Placement by cell class:
Bar = 50 um.
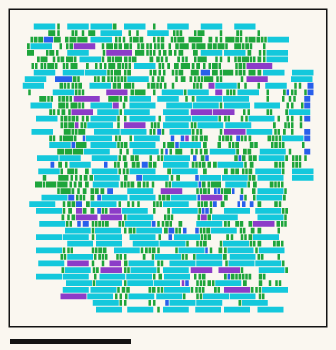
Register map, names as in the netlist:
Bar = 50 um. Other sequential cells in the stronger grey, the rest of the logic in the fainter grey.
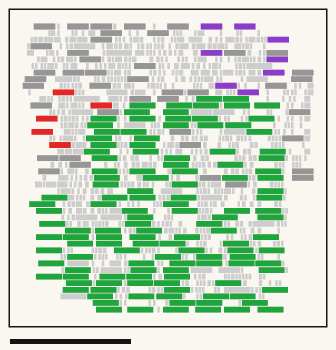
Logic cells by family:
Bar = 50 um.
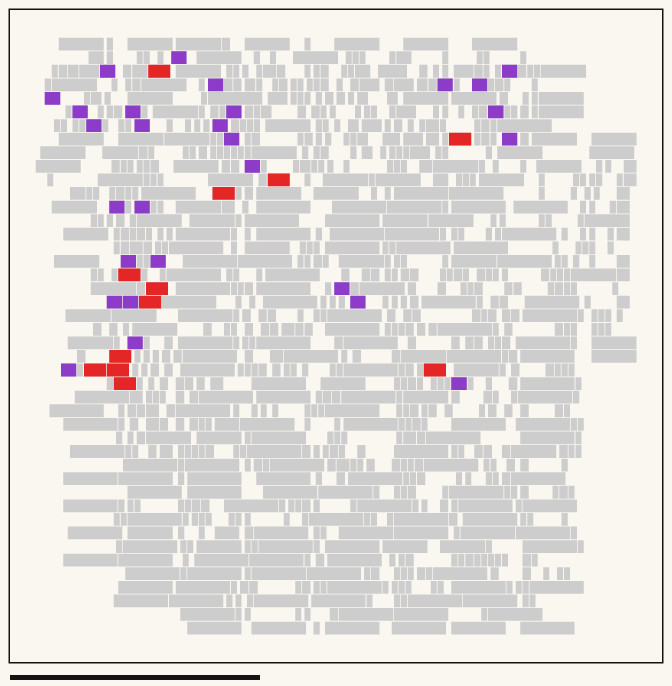
Cell sizes after repair:
Bar = 50 um.
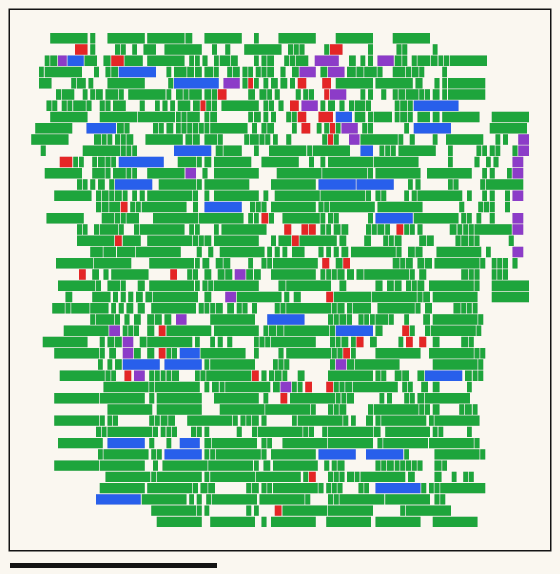
===== src/rtl/interfpga_frame_scheduler_pkg.sv =====
// Shared definitions for the PC->FPGA frame scheduler: FSM encodings and default frame size.
package interfpga_frame_scheduler_pkg;

   localparam int unsigned DEFAULT_FRAME_LEN = 16;
   localparam int unsigned STATE_W           = 4;

   localparam logic [STATE_W-1:0] ST_IDLE  = 4'd0;
   localparam logic [STATE_W-1:0] ST_POP   = 4'd1;
   localparam logic [STATE_W-1:0] ST_SEND  = 4'd2;
   localparam logic [STATE_W-1:0] ST_W_HI  = 4'd3;
   localparam logic [STATE_W-1:0] ST_W_LO  = 4'd4;
   localparam logic [STATE_W-1:0] ST_TRL   = 4'd5;
   localparam logic [STATE_W-1:0] ST_TSEND = 4'd6;
   localparam logic [STATE_W-1:0] ST_TW_HI = 4'd7;
   localparam logic [STATE_W-1:0] ST_TW_LO = 4'd8;
   localparam logic [STATE_W-1:0] ST_CLEAR = 4'd9;

   typedef enum logic [STATE_W-1:0] {
      S_IDLE  = ST_IDLE,
      S_POP   = ST_POP,
      S_SEND  = ST_SEND,
      S_W_HI  = ST_W_HI,
      S_W_LO  = ST_W_LO,
      S_TRL   = ST_TRL,
      S_TSEND = ST_TSEND,
      S_TW_HI = ST_TW_HI,
      S_TW_LO = ST_TW_LO,
      S_CLEAR = ST_CLEAR
   } sched_state_e;

endpackage


===== src/rtl/interfpga_frame_scheduler_fifo.sv =====
// Synchronous byte FIFO with a combinationally readable head; a push into a full FIFO
// is accepted only when a pop frees the slot in the same cycle.
module sched_byte_fifo #(
   parameter int unsigned FIFO_AW = 4,
   parameter int unsigned WIDTH   = 8
) (
   input  logic             clk,
   input  logic             db_reset,
   input  logic             push,
   input  logic             pop,
   input  logic [WIDTH-1:0] din,
   output logic [WIDTH-1:0] dout,
   output logic             full,
   output logic             empty
);

   localparam int unsigned     DEPTH    = 1 << FIFO_AW;
   localparam logic [FIFO_AW:0] FULL_CNT = (FIFO_AW+1)'(DEPTH);

   logic [WIDTH-1:0]   mem [DEPTH];
   logic [FIFO_AW-1:0] wr_ptr;
   logic [FIFO_AW-1:0] rd_ptr;
   logic [FIFO_AW:0]   count;
   logic               wr_en;
   logic               rd_en;

   assign full  = (count == FULL_CNT);
   assign empty = (count == '0);
   assign wr_en = push && (!full || pop);
   assign rd_en = pop && !empty;
   assign dout  = mem[rd_ptr];

   always_ff @(posedge clk) begin
      if (wr_en) mem[wr_ptr] <= din;
   end

   always_ff @(posedge clk or posedge db_reset) begin
      if (db_reset) begin
         wr_ptr <= '0;
         rd_ptr <= '0;
         count  <= '0;
      end else begin
         if (wr_en) wr_ptr <= wr_ptr + 1'b1;
         if (rd_en) rd_ptr <= rd_ptr + 1'b1;
         case ({wr_en, rd_en})
            2'b10:   count <= count + 1'b1;
            2'b01:   count <= count - 1'b1;
            default: count <= count;
         endcase
      end
   end

endmodule


===== src/rtl/interfpga_frame_scheduler.sv =====
// Sequences buffered UART bytes into interfpga_send one at a time, drives the crc
// enable/clear, and closes each frame with the CRC8 trailer byte.
module interfpga_frame_scheduler
   import interfpga_frame_scheduler_pkg::*;
#(
   parameter int unsigned FRAME_LEN    = DEFAULT_FRAME_LEN,
   parameter int unsigned FIFO_AW      = 4,
   parameter int unsigned BUSY_TIMEOUT = 255
) (
   input  logic       clk,
   input  logic       db_reset,
   input  logic [7:0] i_8_data,
   input  logic       i_data_valid,
   input  logic       i_flush,
   input  logic       i_send_busy,
   input  logic [7:0] i_8_crc,
   output logic [7:0] o_8_send_data,
   output logic       o_send,
   output logic       o_crc_en,
   output logic [7:0] o_8_crc_data,
   output logic       o_crc_clr,
   output logic [7:0] o_8_frame_count,
   output logic       o_overflow,
   output logic       o_timeout,
   output logic       o_busy
);

   localparam logic [7:0] FRAME_LEN_B = 8'(FRAME_LEN);
   localparam logic [7:0] TMO_MAX     = 8'(BUSY_TIMEOUT);

   sched_state_e state;
   logic [7:0]   byte_cnt;
   logic [7:0]   tmo;
   logic         flush_pend;
   logic         fifo_pop;
   logic [7:0]   fifo_dout;
   logic         fifo_full;
   logic         fifo_empty;
   logic         payload_done;

   sched_byte_fifo #(
      .FIFO_AW (FIFO_AW),
      .WIDTH   (8)
   ) u_fifo (
      .clk      (clk),
      .db_reset (db_reset),
      .push     (i_data_valid),
      .pop      (fifo_pop),
      .din      (i_8_data),
      .dout     (fifo_dout),
      .full     (fifo_full),
      .empty    (fifo_empty)
   );

   assign fifo_pop     = (state == S_POP);
   assign payload_done = (byte_cnt == FRAME_LEN_B) || (fifo_empty && flush_pend);
   assign o_8_crc_data = o_8_send_data;
   // Decoded from registered state and FIFO occupancy
   assign o_busy       = (state != S_IDLE) || !fifo_empty;

   always_ff @(posedge clk or posedge db_reset) begin
      if (db_reset) begin
         state           <= S_IDLE;
         byte_cnt        <= '0;
         tmo             <= '0;
         flush_pend      <= 1'b0;
         o_8_send_data   <= '0;
         o_send          <= 1'b0;
         o_crc_en        <= 1'b0;
         o_crc_clr       <= 1'b0;
         o_8_frame_count <= '0;
         o_overflow      <= 1'b0;
         o_timeout       <= 1'b0;
      end else begin
         o_send    <= 1'b0;
         o_crc_en  <= 1'b0;
         o_crc_clr <= 1'b0;
         if (i_flush && (byte_cnt != 8'd0 || !fifo_empty)) flush_pend <= 1'b1;
         if (i_data_valid && fifo_full && !fifo_pop)       o_overflow <= 1'b1;

         case (state)
            S_IDLE: begin
               if (!fifo_empty)                          state <= S_POP;
               else if (flush_pend && byte_cnt != 8'd0)  state <= S_TRL;
            end
            S_POP: begin
               o_8_send_data <= fifo_dout;
               o_send        <= 1'b1;
               o_crc_en      <= 1'b1;
               state         <= S_SEND;
            end
            S_SEND: begin
               byte_cnt <= byte_cnt + 8'd1;
               tmo      <= '0;
               state    <= S_W_HI;
            end
            S_W_HI: begin
               if (i_send_busy) begin
                  state <= S_W_LO;
               end else if (tmo == TMO_MAX) begin
                  o_timeout <= 1'b1;
                  state     <= payload_done ? S_TRL : S_IDLE;
               end else begin
                  tmo <= tmo + 8'd1;
               end
            end
            S_W_LO: begin
               if (!i_send_busy) state <= payload_done ? S_TRL : S_IDLE;
            end
            // crc has absorbed the last payload byte by now
            S_TRL: begin
               o_8_send_data <= i_8_crc;
               o_send        <= 1'b1;
               state         <= S_TSEND;
            end
            S_TSEND: begin
               tmo   <= '0;
               state <= S_TW_HI;
            end
            S_TW_HI, S_TW_LO: begin
               if (state == S_TW_HI && i_send_busy) begin
                  state <= S_TW_LO;
               end else if ((state == S_TW_LO && !i_send_busy) ||
                            (state == S_TW_HI && tmo == TMO_MAX)) begin
                  if (state == S_TW_HI) o_timeout <= 1'b1;
                  o_crc_clr       <= 1'b1;
                  byte_cnt        <= '0;
                  flush_pend      <= 1'b0;
                  o_8_frame_count <= o_8_frame_count + 8'd1;
                  state           <= S_CLEAR;
               end else if (state == S_TW_HI) begin
                  tmo <= tmo + 8'd1;
               end
            end
            S_CLEAR: state <= S_IDLE;
            default: state <= S_IDLE;
         endcase
      end
   end

endmodule

===== config.mk =====
export PLATFORM = sky130hd
export DESIGN_NAME = interfpga_frame_scheduler
export DESIGN_NICKNAME = d
export VERILOG_FILES = /design/src/rtl/interfpga_frame_scheduler_pkg.sv /design/src/rtl/interfpga_frame_scheduler_fifo.sv /design/src/rtl/interfpga_frame_scheduler.sv
export SDC_FILE = /design/constraint.sdc
export NUM_CORES = 1
export LEC_CHECK = 0
export ABC_AREA = 1
export CAP_MARGIN = 20
export CORE_MARGIN = 5
export CORE_UTILIZATION = 60
export DETAILED_ROUTE_END_ITERATION = 10
export DONT_BUFFER_PORTS = 1
export GPL_TIMING_DRIVEN = 0
export PLACE_DENSITY_LB_ADDON = 0.3
export RECOVER_POWER = 25
export SYNTH_ARGS = -nofsm -noshare
export SYNTH_HDL_FRONTEND = slang
export SYNTH_SLANG_ARGS = --single-unit

===== constraint.sdc =====
create_clock -name clk -period 3.55 [get_ports clk]
set_clock_uncertainty 0.05 [all_clocks]
set_input_delay 0.8875 -clock clk [delete_from_list [all_inputs] [get_ports clk]]
set_output_delay 0.8875 -clock clk [all_outputs]
set_load 0.01 [all_outputs]

==> flow_summary.html <==
<p>Metrics extracted from the flow reports.</p>
<table>
<tr><th>Metric</th><th>Value</th></tr>
<tr><th colspan="2">Outcome</th></tr>
<tr><td>Outcome</td><td>finished clean</td></tr>
<tr><th colspan="2">Routing</th></tr>
<tr><td>Routed vias/inst</td><td>5.49</td></tr>
<tr><td>DRC Markers</td><td>0</td></tr>
<tr><td>Routed WL</td><td>19900 um</td></tr>
<tr><td>Routed metal-1 wirelength</td><td>8220 um</td></tr>
<tr><td>Highest metal layer used by the detailed router</td><td>met4</td></tr>
<tr><th colspan="2">Power</th></tr>
<tr><td>Power drawn by the clock network</td><td>2.09 mW</td></tr>
<tr><td>Share of power burned in combinational logic</td><td>36.5%</td></tr>
<tr><td>Maximum VDD drop</td><td>0.379 mV</td></tr>
<tr><td>Overall power of the completed layout</td><td>8.02 mW</td></tr>
<tr><th colspan="2">STA</th></tr>
<tr><td>Share of the clock period used by the worst path</td><td>86.5%</td></tr>
<tr><td>Max-slew violation count</td><td>0</td></tr>
<tr><td>Normalized max-slew margin</td><td>51.1%</td></tr>
<tr><td>Min Clock Period, post-route</td><td>3.07 ns</td></tr>
<tr><th colspan="2">Cells and area</th></tr>
<tr><td>Non-clock buffer area fraction after layout</td><td>3.38%</td></tr>
<tr><td>Final Non-Filler Cells</td><td>1178</td></tr>
<tr><td>Max reg flops</td><td>128</td></tr>
<tr><td>Non-clock buffer count</td><td>56</td></tr>
<tr><td>Fill cells</td><td>1102</td></tr>
<tr><td>Most frequently placed logic cells in the final layout</td><td>319 x sky130_fd_sc_hd__nand2_1, 128 x sky130_fd_sc_hd__edfxtp_1, 117 x sky130_fd_sc_hd__nand3_1</td></tr>
<tr><td>Final-stage net count</td><td>1014</td></tr>
<tr><th colspan="2">Synth</th></tr>
<tr><td>Number of warning messages in the yosys log</td><td>0</td></tr>
<tr><td>Mux cell area share after synthesis</td><td>0%</td></tr>
<tr><td>Count leader, synth</td><td>sky130_fd_sc_hd__nand2_1</td></tr>
<tr><td>Async set-reset flop share out of synthesis</td><td>30.1%</td></tr>
<tr><td>Library cell with the largest summed area after synthesis</td><td>sky130_fd_sc_hd__edfxtp_1</td></tr>
<tr><td>Main area contributors</td><td>sky130_fd_sc_hd__edfxtp_1 44%, sky130_fd_sc_hd__dfrtp_1 16%, sky130_fd_sc_hd__nand2_1 14%, sky130_fd_sc_hd__nand3_1 6.7%, sky130_fd_sc_hd__inv_1 5.0%</td></tr>
<tr><td>XOR/XNOR Area Share</td><td>2.81%</td></tr>
<tr><th colspan="2">Placed design</th></tr>
<tr><td>Setup slack at placement</td><td>0.542 ns</td></tr>
<tr><td>Gpl congestion</td><td>0.887</td></tr>
<tr><th colspan="2">Critical path</th></tr>
<tr><td>Setup CP Type</td><td>register to register</td></tr>
<tr><td>Biggest fanout along the worst timing path</td><td>6</td></tr>
<tr><td>Startpoint type of the worst setup path</td><td>register</td></tr>
<tr><td>Endpoint kind of the worst setup timing path</td><td>register</td></tr>
<tr><td>Buffer-and-inverter tally for the worst setup path</td><td>3</td></tr>
<tr><td>Cell class contributing the biggest share of worst-path delay</td><td>simple AND/OR/NAND/NOR gates</td></tr>
<tr><th colspan="2">Floorplan</th></tr>
<tr><td>Row count</td><td>44</td></tr>
<tr><td>Starting Density</td><td>60.5%</td></tr>
<tr><th colspan="2">Clock network</th></tr>
<tr><td>Total of hold buffers inserted after clock tree synthesis</td><td>0</td></tr>
</table>
Back to the opening pictures, 'placement by cell class':
legend:
  cyan:
    class: registers
    cells: 183
    share_of_their_area: 55%
  blue:
    class: remaining buffers and delay cells
    cells: 56
    share_of_their_area: 3.5%
  green:
    class: remaining logic cells
    cells: 723
    share_of_their_area: 35%
  purple:
    class: clock drivers and dummy loads
    cells: 32
    share_of_their_area: 6.9%

Back to the opening pictures, 'register map, names as in the netlist':
legend:
  red:
    signal: u_fifo.count
    flops: 5
  purple:
    signal: tmo
    flops: 8
    where: upper right
  green:
    signal: u_fifo.mem
    flops: 128
final core utilization: 67.4%
sequential cell area share: 53.7%
register area: 5220 sq um
sequential power: 3.01 mW

Back to the opening pictures, 'logic cells by family':
legend:
  red:
    family: fa/ha/maj cells
    cells: 12
    most_used: ha_1
  purple:
    family: xor and xnor cells
    cells: 28
    most_used: xor2_1

Back to the opening pictures, 'cell sizes after repair':
legend:
  green:
    size: x1 and smaller
    cells: 895
    share: 90%
  blue:
    size: x6 and larger
    cells: 28
    share: 2.8%
  red:
    size: x2
    cells: 43
    share: 4.3%
  purple:
    size: x3 and x4
    cells: 28
    share: 2.8%

[path summary, 6_finish.rpt]
check | cells after the start | startpoint | end
min in group clk | 2 | tmo[1]$_DFFE_PP0P_ | tmo[1]$_DFFE_PP0P_
setup reg to reg | 17 | state[3]$_DFFE_PP0P_ | u_fifo.count[4]$_DFFE_PP0P_
hold / removal | 1 | db_reset | u_fifo.wr_ptr[1]$_DFFE_PP0P_
setup / recovery | 17 | state[3]$_DFFE_PP0P_ | u_fifo.count[4]$_DFFE_PP0P_
max in group asynchronous | 2 | db_reset | o_8_crc_data[2]$_DFFE_PP0P_
hold reg to reg | 2 | tmo[1]$_DFFE_PP0P_ | tmo[1]$_DFFE_PP0P_
Power is estimated from default activity; no workload was simulated.
